==> images/floorplan.png <==
Scale bar: 50 um. Pins as bars on the die edge. Tap cells in grey.
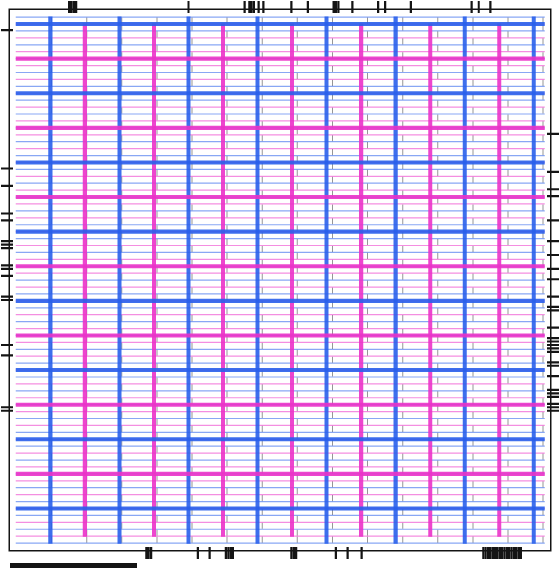
==> images/class_map.png <==
Fill, decap, tap and diode cells in grey.
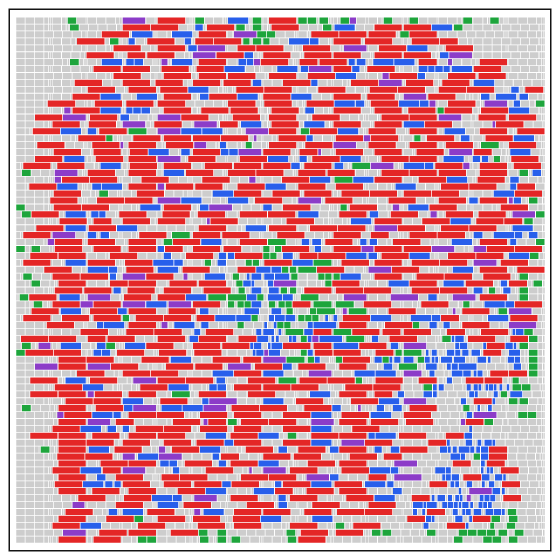
==> config.mk <==
export PLATFORM = sky130hd
export DESIGN_NAME = nios2_oci_trace_monitor
export DESIGN_NICKNAME = d
export VERILOG_FILES = /design/src/rtl/nios2_oci_tb_pkg.sv /design/src/rtl/nios2_oci_trace_ring.sv /design/src/rtl/nios2_oci_trace_monitor.sv
export SDC_FILE = /design/constraint.sdc
export NUM_CORES = 1
export LEC_CHECK = 0
export CAP_MARGIN = 20
export CORE_MARGIN = 2
export CORE_UTILIZATION = 54
export CTS_BUF_LIST = sky130_fd_sc_hd__clkbuf_4 sky130_fd_sc_hd__clkbuf_8 sky130_fd_sc_hd__clkbuf_16
export CTS_CLUSTER_DIAMETER = 200
export DETAILED_ROUTE_END_ITERATION = 8
export PLACE_DENSITY_LB_ADDON = 0.15
export SLEW_MARGIN = 5
export SYNTH_ARGS = -nofsm -noshare
export SYNTH_HDL_FRONTEND = slang
export SYNTH_SLANG_ARGS = --single-unit
==> constraint.sdc <==
create_clock -name clk -period 4.34 [get_ports clk]
set_input_delay 1.085 -clock clk [delete_from_list [all_inputs] [get_ports clk]]
set_output_delay 1.085 -clock clk [all_outputs]
set_load 0.005 [all_outputs]
==> deck_impl_summary.md <==
Implementation Results

Yosys
  • Synth cell count leaders: edfxtp_1, mux4_2, mux2i_1, dfxtp_1, nor2_1
  • Post-Synthesis Cells: 1129
  • Simple Share, Synth: 0.02506
  • Most numerous cell in the Yosys netlist: edfxtp_1
  • Unique cell types: 43
  • Sequential-to-total area share from yosys stat: 0.7566
  • Mapped Nets: 1181
  • Fa+ha+maj area frac: 0.006733
  • Max-area cell share: 0.6976
  • Area fraction in compound gates: 0.02901
  • Synthesized area: 0.02342 sq mm

Cells and area
  • Synthesis-to-finish area growth: 19.46%
  • Filler cells: 2915
  • Net count reported at finish: 1361
  • Max reg flops: 544
  • Most frequent logic cell in the layout: edfxtp_1

Critical path
  • Reg-to-reg setup timing slack: 1.13 ns
  • R2R depth: 9
  • CP bufs+invs: 3
  • Max incr delay on CP: 0.54 ns
  • Crit path launch type: input pin

Timing
  • # setup viols final: 0
  • Final Critical Period: 3.472 ns
  • Max Clock Freq: 288.0 MHz
  • Slew @ Worst Pin: 0.9356 ns
  • RSZ-0062 raised after global routing: false

Power
  • Pleak: 0.008763 uW
  • Clock power share: 0.415
  • Sequential share of power: 0.521
  • Power, Total: 12590 uW
  • Clk. pwr: 5220 uW
  • Comb power frac: 0.064

Place
  • Cell count after placement: 1832
  • Post-DP HPWL: 29140 um
  • I/O Buffers: 98

Global routing
  • First-pass GRT wire length: 75490 um
  • Antenna violations before repair: 1
  • Number of global-route vias before repair: 11871
  • Gr usage total: 0.2329
  • Largest net degree at the start of global routing: 45

Floorplan
  • Die Span X: 212.2 um

Clock network
  • Clk sinks: 613
  • Clock-pin slew on the worst setup and hold paths: 0.06 ns
  • Post-CTS Setup Inserts: 0
  • CTS tree: built

Run status
  • Status: complete, no violations

Detailed routing
  • Post-Route WL: 50940 um
  • Total number of vias: 11718
  • Initial DRC Count: 1075
  • DR WL/cell: 26.23 um
  • Vias per std cell: 6.034

Run
  • Tool warning count: 29
-- floorplan.png (at the start) --
net	colour
VSS	blue
VDD	magenta
met1 rails	77
rows	76
Placeable Area: 0.04298 sq mm
VDD IR max: 0.0003086 V
die span in y: 212.2 um

-- class_map.png (at the start) --
class	colour	cells
remaining buffers and delay cells	green	180
registers	red	613
clock drivers and dummy loads	purple	110
remaining logic cells	blue	454
row count: 76
post-route cell area: 0.02797 sq mm
utilization after layout: 0.6508

-- layout make-up --
class / instances / area, sq um / area share
Sequential cell: 613 / 17720 / 0.6334
Clock inverter: 22 / 240.2 / 0.008588
Multi-Input combinational cell: 448 / 5609 / 0.2005
Timing Repair Buffer: 180 / 1879 / 0.06718
Tap cell: 585 / 732.0 / 0.02617
Clock buffer: 88 / 1773 / 0.06338
Inverter: 6 / 22.52 / 0.0008051
-- layer usage --
metal	track usage	vias to the layer above	wire [um]
li1	-	5039	-
met1	0.3435	6207	22010
met2	0.3653	395	24310
met3	0.04284	75	3555
met4	0.05956	2	1058
met5	0	-	13
-- kinds of logic after synthesis --
group,count (synthesis)
adders and majority gates,12
buffers and inverters,68
DFF,613
muxes,210
and+or+nand+nor,118
xor gates and xnor gates,20
AOI/OAI and AO/OA,88
Power figures rest on the tool's default switching activity, not on a simulated workload.
